==> run_1/final_clocks.png <==
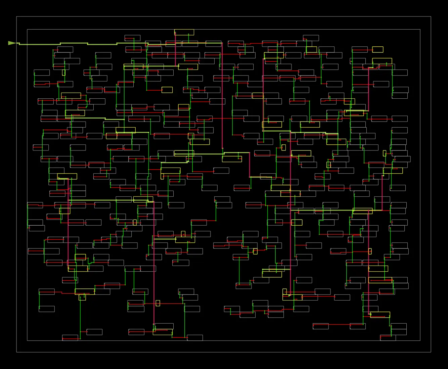
==> run_1/pins.png <==
Pins as bars across the die edge, other pins in grey.
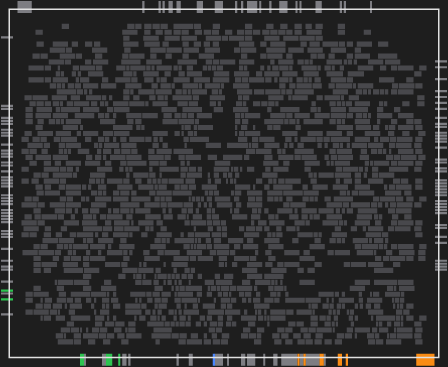
==> run_1/clock_map.png <==
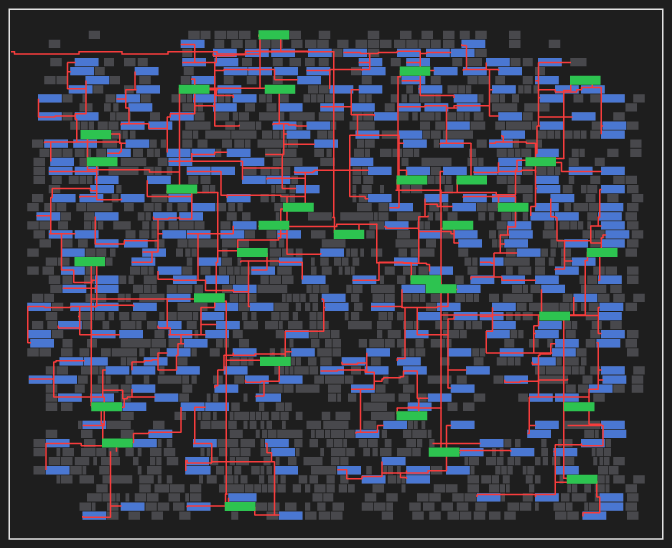
## config.mk

```make
export PLATFORM = sky130hd
export DESIGN_NAME = img_bool_packer
export DESIGN_NICKNAME = d
export VERILOG_FILES = /design/src/rtl/img_bool_packer.sv
export SDC_FILE = /design/constraint.sdc
export NUM_CORES = 1
export LEC_CHECK = 0
export CAP_MARGIN = 20
export CORE_ASPECT_RATIO = 0.8
export CORE_MARGIN = 5
export CORE_UTILIZATION = 45
export DETAILED_ROUTE_END_ITERATION = 6
export PLACE_DENSITY_LB_ADDON = 0.15
export SLEW_MARGIN = 15
export SYNTH_ARGS = -nofsm -noshare
export SYNTH_HDL_FRONTEND = slang
export SYNTH_SLANG_ARGS = --single-unit
```

## constraint.sdc

```tcl
create_clock -name clk -period 2.81 [get_ports clk]
set_input_delay 0.562 -clock clk [delete_from_list [all_inputs] [get_ports clk]]
set_output_delay 0.562 -clock clk [all_outputs]
set_load 0.01 [all_outputs]
```

## src/rtl/img_bool_packer.sv

```systemverilog
// Booleanizes a byte-per-pixel grayscale stream against a per-image threshold and
// packs the bits row-major into fixed-count OUT_W-bit AXI-Stream beats.
module img_bool_packer #(
    parameter int HEIGHT = 28,
    parameter int WIDTH  = 28,
    parameter int OUT_W  = 128
) (
    input  logic               clk,
    input  logic               rst,
    input  logic [7:0]         threshold,
    input  logic [7:0]         s_tdata,
    input  logic               s_tvalid,
    output logic               s_tready,
    input  logic               s_tlast,
    output logic [OUT_W-1:0]   m_tdata,
    output logic               m_tvalid,
    input  logic               m_tready,
    output logic [OUT_W/8-1:0] m_tkeep,
    output logic               m_tlast,
    output logic [15:0]        img_count,
    output logic               err_len
);

    localparam int NPIX       = HEIGHT * WIDTH;
    localparam int BEATS      = (NPIX + OUT_W - 1) / OUT_W;
    localparam int KW         = OUT_W / 8;
    localparam int PIX_W      = (NPIX > 1) ? $clog2(NPIX) : 1;
    localparam int BIT_W      = (OUT_W > 1) ? $clog2(OUT_W) : 1;
    localparam int BEAT_W     = (BEATS > 1) ? $clog2(BEATS) : 1;
    localparam int LAST_BYTES = (NPIX - (BEATS - 1) * OUT_W + 7) / 8;
    localparam logic [KW-1:0] KEEP_LAST = {KW{1'b1}} >> (KW - LAST_BYTES);

    typedef enum logic {
        S_ACCEPT,
        S_PAD
    } state_t;

    state_t r_state;
    state_t w_state_nxt;

    logic [PIX_W-1:0]  r_pix_idx;
    logic [BIT_W-1:0]  r_bit_pos;
    logic [BEAT_W-1:0] r_beat_idx;
    logic [OUT_W-1:0]  r_acc;
    logic [7:0]        r_thr;
    logic [OUT_W-1:0]  r_m_tdata;
    logic [KW-1:0]     r_m_tkeep;
    logic              r_m_tvalid;
    logic              r_m_tlast;
    logic [15:0]       r_img_count;
    logic              r_err_len;

    logic              w_out_free;
    logic              w_last_pix;
    logic              w_beat_full;
    logic              w_last_beat;
    logic              w_closes;
    logic              w_early;
    logic              w_s_tready;
    logic              w_accept;
    logic [7:0]        w_thr;
    logic              w_pix_bit;
    logic              w_load;
    logic [OUT_W-1:0]  w_beat_data;
    logic [OUT_W-1:0]  w_load_data;

    assign w_out_free  = !r_m_tvalid || m_tready;
    assign w_last_pix  = (r_pix_idx == PIX_W'(NPIX - 1));
    assign w_beat_full = (r_bit_pos == BIT_W'(OUT_W - 1));
    assign w_last_beat = (r_beat_idx == BEAT_W'(BEATS - 1));
    // Any pixel that closes a beat needs the output register; others never stall.
    assign w_closes    = w_beat_full || w_last_pix || s_tlast;
    assign w_early     = s_tlast && !w_last_pix;
    assign w_s_tready  = !rst && (r_state == S_ACCEPT) && (!w_closes || w_out_free);
    assign w_accept    = s_tvalid && w_s_tready;
    assign w_thr       = (r_pix_idx == '0) ? threshold : r_thr;
    assign w_pix_bit   = (s_tdata >= w_thr);
    assign w_load      = (w_accept && w_closes) || ((r_state == S_PAD) && w_out_free);
    assign w_load_data = (r_state == S_PAD) ? '0 : w_beat_data;

    always_comb begin
        w_beat_data            = r_acc;
        w_beat_data[r_bit_pos] = w_pix_bit;
    end

    always_ff @(posedge clk) begin
        if (rst) r_state <= S_ACCEPT;
        else     r_state <= w_state_nxt;
    end

    always_comb begin
        w_state_nxt = r_state;
        case (r_state)
            S_ACCEPT: if (w_accept && w_early && !w_last_beat) w_state_nxt = S_PAD;
            S_PAD:    if (w_out_free && w_last_beat) w_state_nxt = S_ACCEPT;
            default:  w_state_nxt = S_ACCEPT;
        endcase
    end

    always_ff @(posedge clk) begin
        if (rst) begin
            r_pix_idx   <= '0;
            r_bit_pos   <= '0;
            r_beat_idx  <= '0;
            r_acc       <= '0;
            r_thr       <= '0;
            r_m_tdata   <= '0;
            r_m_tkeep   <= '0;
            r_m_tvalid  <= 1'b0;
            r_m_tlast   <= 1'b0;
            r_img_count <= '0;
            r_err_len   <= 1'b0;
        end else begin
            r_err_len <= w_accept && (w_early || (w_last_pix && !s_tlast));
            if (w_accept && (r_pix_idx == '0)) r_thr <= threshold;

            if (w_load) begin
                r_m_tdata  <= w_load_data;
                r_m_tkeep  <= w_last_beat ? KEEP_LAST : {KW{1'b1}};
                r_m_tlast  <= w_last_beat;
                r_m_tvalid <= 1'b1;
            end else if (m_tready) begin
                r_m_tvalid <= 1'b0;
            end

            if (r_m_tvalid && m_tready && r_m_tlast) r_img_count <= r_img_count + 16'd1;

            if (w_accept) begin
                if (!w_closes) begin
                    r_acc     <= w_beat_data;
                    r_bit_pos <= r_bit_pos + BIT_W'(1);
                    r_pix_idx <= r_pix_idx + PIX_W'(1);
                end else begin
                    r_acc     <= '0;
                    r_bit_pos <= '0;
                    // An early tlast inside the final beat ends the image with no padding.
                    if (w_last_pix || w_last_beat) begin
                        r_pix_idx  <= '0;
                        r_beat_idx <= '0;
                    end else if (w_early) begin
                        r_pix_idx  <= '0;
                        r_beat_idx <= r_beat_idx + BEAT_W'(1);
                    end else begin
                        r_pix_idx  <= r_pix_idx + PIX_W'(1);
                        r_beat_idx <= r_beat_idx + BEAT_W'(1);
                    end
                end
            end else if ((r_state == S_PAD) && w_out_free) begin
                r_beat_idx <= w_last_beat ? '0 : r_beat_idx + BEAT_W'(1);
            end
        end
    end

    assign s_tready  = w_s_tready;
    assign m_tdata   = r_m_tdata;
    assign m_tkeep   = r_m_tkeep;
    assign m_tvalid  = r_m_tvalid;
    assign m_tlast   = r_m_tlast;
    assign img_count = r_img_count;
    assign err_len   = r_err_len;

endmodule

```

==> results.txt, run 1 <==
min Tclk post-route = 2.83 ns
status = complete, but fails checks
failing checks = setup timing
Post-layout nets = 1,443
MaxCap Viol Count = 0
pin count of the biggest net entering global routing = 82
worst hold-check path type = reg -> reg
unrepaired setup endpoints after global routing = true
Worst slew margin = 0.268
kind of start point of the critical path = register
fraction of power consumed by sequential logic = 0.461
drt first-iter violations = 899
die outline height = 158 um
wire length per cell after detailed routing = 19.8 um
final WL = 35,500 um
Synth flops = 306
Non-clock inverters = 6
overflow left after global routing = 0
Layout area overhead = 34.7%
worst setup margin = -0.0215 ns
top area contributor share = 0.494
final setup violation count = 16
Back to the opening pictures, final_clocks.png:
sinks on the clock net: 306
clock buffer count from CTS: 31

Back to the opening pictures, pins.png:
- img_count: orange (pins 16; direction output; edge south)
- s_tdata: green (pins 8; direction input; edge 6 south, 2 west)
- s_tready: blue (pins 1; direction output; edge south)
- all pins by edge: 64 south, 42 north, 41 west, 38 east

Back to the opening pictures, clock_map.png:
- cells driving clock nets: green (count 31)
- flip-flops: blue (count 306)
- clock wires: red (length 3,690 um)
- routed clock nets: 32
- flops lie: all over the die

==> run 1: repair_timing <==
item | CTS | global route
pin swaps | 1 | 36
setup endpoints to repair | 149 | 245
hold endpoints to repair | 0 | 0
cloned | 0 | 14
resized | 4 | 93
buffers inserted | 0 | 4
==> run 1: cells by family after synthesis <==
family	share of synthesized area
AOI/OAI and AO/OA	0.320
and+or+nand+nor	0.0738
DFF	0.494
muxes	0.0138
buffers and inverters	0.0697
xor gates and xnor gates	0.0134
adders and majority gates	0.0151
==> run 1: per-layer routing <==
layer | global-route usage | vias to the layer above | part of all wire
li1 | - | 5086 | -
met1 | 0.299 | 5193 | 0.48
met2 | 0.321 | 342 | 0.45
met3 | 0.0307 | 31 | 0.057
met4 | 0.0399 | 0 | 0.012
met5 | 0 | - | 0
==> run 1: critical path, delay by kind of cell, from the launching register on <==
kind / cells / cell delay [ns]
adder cells (fa/ha/maj): 1 / 0.33
AND-OR/OR-AND: 5 / 0.83
flip-flops: 1 / 0.36
AND/OR/NAND/NOR: 2 / 0.40
multiplexers: 1 / 0.12
buffers and inverters: 4 / 0.66
==> run 1: worst paths after layout <==
kind | from | to | slack, ns | cells past startpoint
worst max register to register | r_pix_idx[4]$_SDFFE_PP0N_ | r_acc[69]$_SDFFE_PP0N_ | -0.02 | 13
worst max-delay path | r_pix_idx[4]$_SDFFE_PP0N_ | r_acc[69]$_SDFFE_PP0N_ | -0.02 | 13
worst min register to register | m_tdata[13]$_SDFFE_PP0P_ | m_tdata[13]$_SDFFE_PP0P_ | 0.48 | 1
worst min-delay path | m_tdata[13]$_SDFFE_PP0P_ | m_tdata[13]$_SDFFE_PP0P_ | 0.48 | 1
==> run 2: changes to the inputs <==
--- a/config.mk
+++ b/config.mk
@@ -5,6 +5,7 @@
 export SDC_FILE = /design/constraint.sdc
 export NUM_CORES = 1
 export LEC_CHECK = 0
+export ABC_CLOCK_PERIOD_IN_PS = 2810
 export CAP_MARGIN = 20
 export CORE_ASPECT_RATIO = 0.8
 export CORE_MARGIN = 5
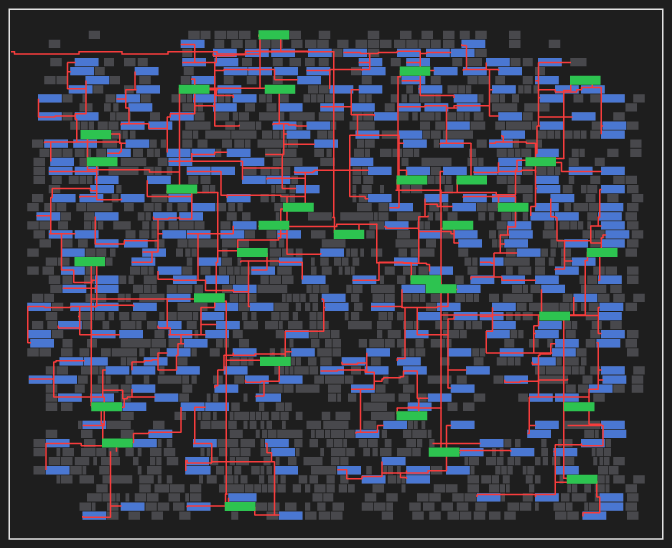
(run_2/clock_map.png)
- flip-flops: blue (count 306)
- clock wires: red (length 3,690 um)
- cells driving clock nets: green (count 31)
- flops lie: all over the die

==> run 2 against run 1 <==
Against the previous run:
- the run still ends with setup timing left
- critical path depth stayed put
- worst setup slack stayed put
- first-iteration DRC count stayed put
- synthesized cell count stayed put
- largest cell class unchanged
- highest routed layer unchanged
==> results.txt, run 2 <==
Synth flops = 306 (unchanged)
Critical Path Start = r_pix_idx[4]$_SDFFE_PP0N_
Post-synth seq share = 0.494
Avg Synthesized Cell Area = 10.0 um2
worst hold-check path type = reg -> reg
quantity of gates resized following cts = 4 (unchanged)
Layout area overhead = 34.7% (unchanged)
R2R Path Start = r_pix_idx[4]$_SDFFE_PP0N_
overall via count from detail_route = 10,700
wire length per cell after detailed routing = 19.8 um (unchanged)
sinks on the clock net = 306 (unchanged)
cell type group with the largest total delay on the critical path = AND-OR/OR-AND gates
Non-clock inverters = 6 (unchanged)
category of the critical setup timing path = reg -> reg
data required time of the critical path = 3.24 ns
Post-layout nets = 1,443 (unchanged)
Worst slew margin = 0.268 (unchanged)
DR pass1 iterations = 5
top logic cell by instance count in the layout = sky130_fd_sc_hd__dfxtp_1
top area contributor share = 0.494 (unchanged)
layout filler cell count = 2,254
unrepaired setup endpoints after global routing = true
layout multi-input combinational cell count = 775
number of nets with antenna violations after detailed routing = 0
final number of hold-violating endpoints = 0
post-synthesis cell type with the largest combined area = sky130_fd_sc_hd__dfxtp_1
pin count of the biggest net entering global routing = 82 (unchanged)
total buffers and inverters traversed by the critical path = 4 (unchanged)
overflow left after global routing = 0 (unchanged)
failing checks = setup timing
Worst Hold Slack = 0.477 ns
worst setup margin = -0.0215 ns (unchanged)
clock buffer count from CTS = 31 (unchanged)
min Tclk post-route = 2.83 ns (unchanged)
MaxCap Viol Count = 0 (unchanged)
drt first-iter violations = 899 (unchanged)
hold path startpoint = m_tdata[13]$_SDFFE_PP0P_
initial antenna violation count = 0
kind of start point of the critical path = register
number of setup buffers added after CTS = 0 (unchanged)
final WL = 35,500 um (unchanged)
final setup violation count = 16 (unchanged)
die outline height = 158 um (unchanged)
status = complete, but fails checks
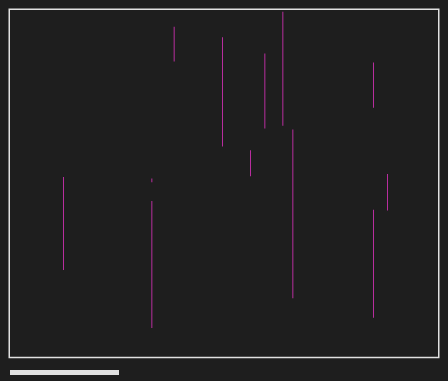
(run_2/met4.png)
Scale bar: 50 um.
- main direction: vertical
- share of all routed wire: 1.2%
- nets with wire on the layer: 6
- longest straight run: 76.8 um

## run 2: cell counts in the layout (fill, tap and decap cells not counted)
Identical to the previous run, type by type.
## run 2: final timing paths
check | to | slack [ns] | depth (start not counted)
worst min-delay path | m_tdata[13]$_SDFFE_PP0P_ | 0.48 | 1
worst max register to register | r_acc[69]$_SDFFE_PP0N_ | -0.02 | 13
worst max-delay path | r_acc[69]$_SDFFE_PP0N_ | -0.02 | 13
worst min register to register | m_tdata[13]$_SDFFE_PP0P_ | 0.48 | 1
## run 2: layer usage
metal	routed length (um)	part of all wire	GRT usage	vias to the layer above
met5	0	0	0	-
met4	426	0.012	0.0399	0
met3	2010	0.057	0.0307	31
met2	16100	0.45	0.321	342
met1	16900	0.48	0.299	5193
li1	-	-	-	5086
## run 2: power by group
group	internal, W	total (W)	switching, W
clock network	0.00237	0.00407	0.00170
logic	0.000469	0.00104	0.000575
registers	0.00436	0.00437	0.0000172
total	0.00719	0.00948	0.00229
## run 2: through the flow
step	setup WS (ns)	util	power (W)	std cells	instance area, um2
global route	-0.132	0.613	0.00980	1793	16700
detailed placement	-0.170	0.543	0.00520	1720	14800
global placement	-0.165	0.543	0.00520	1720	14800
floorplan	0.0110	-	0.00492	1233	12400
finish	-0.0215	0.613	0.00948	1793	16700
CTS	-0.0179	0.580	0.00925	1775	15800
## run 2: cells by family (layout without fill, tap and decap cells)
logic type | after synthesis | in the layout | share of synthesized area
AOI/OAI and AO/OA | 556 | 556 | 0.320
xor gates and xnor gates | 19 | 19 | 0.0134
and+or+nand+nor | 168 | 168 | 0.0738
DFF | 306 | 306 | 0.494
adders and majority gates | 15 | 15 | 0.0151
buffers and inverters | 152 | 348 | 0.0697
muxes | 17 | 17 | 0.0138
Power figures rest on the tool's default switching activity, not on a simulated workload.
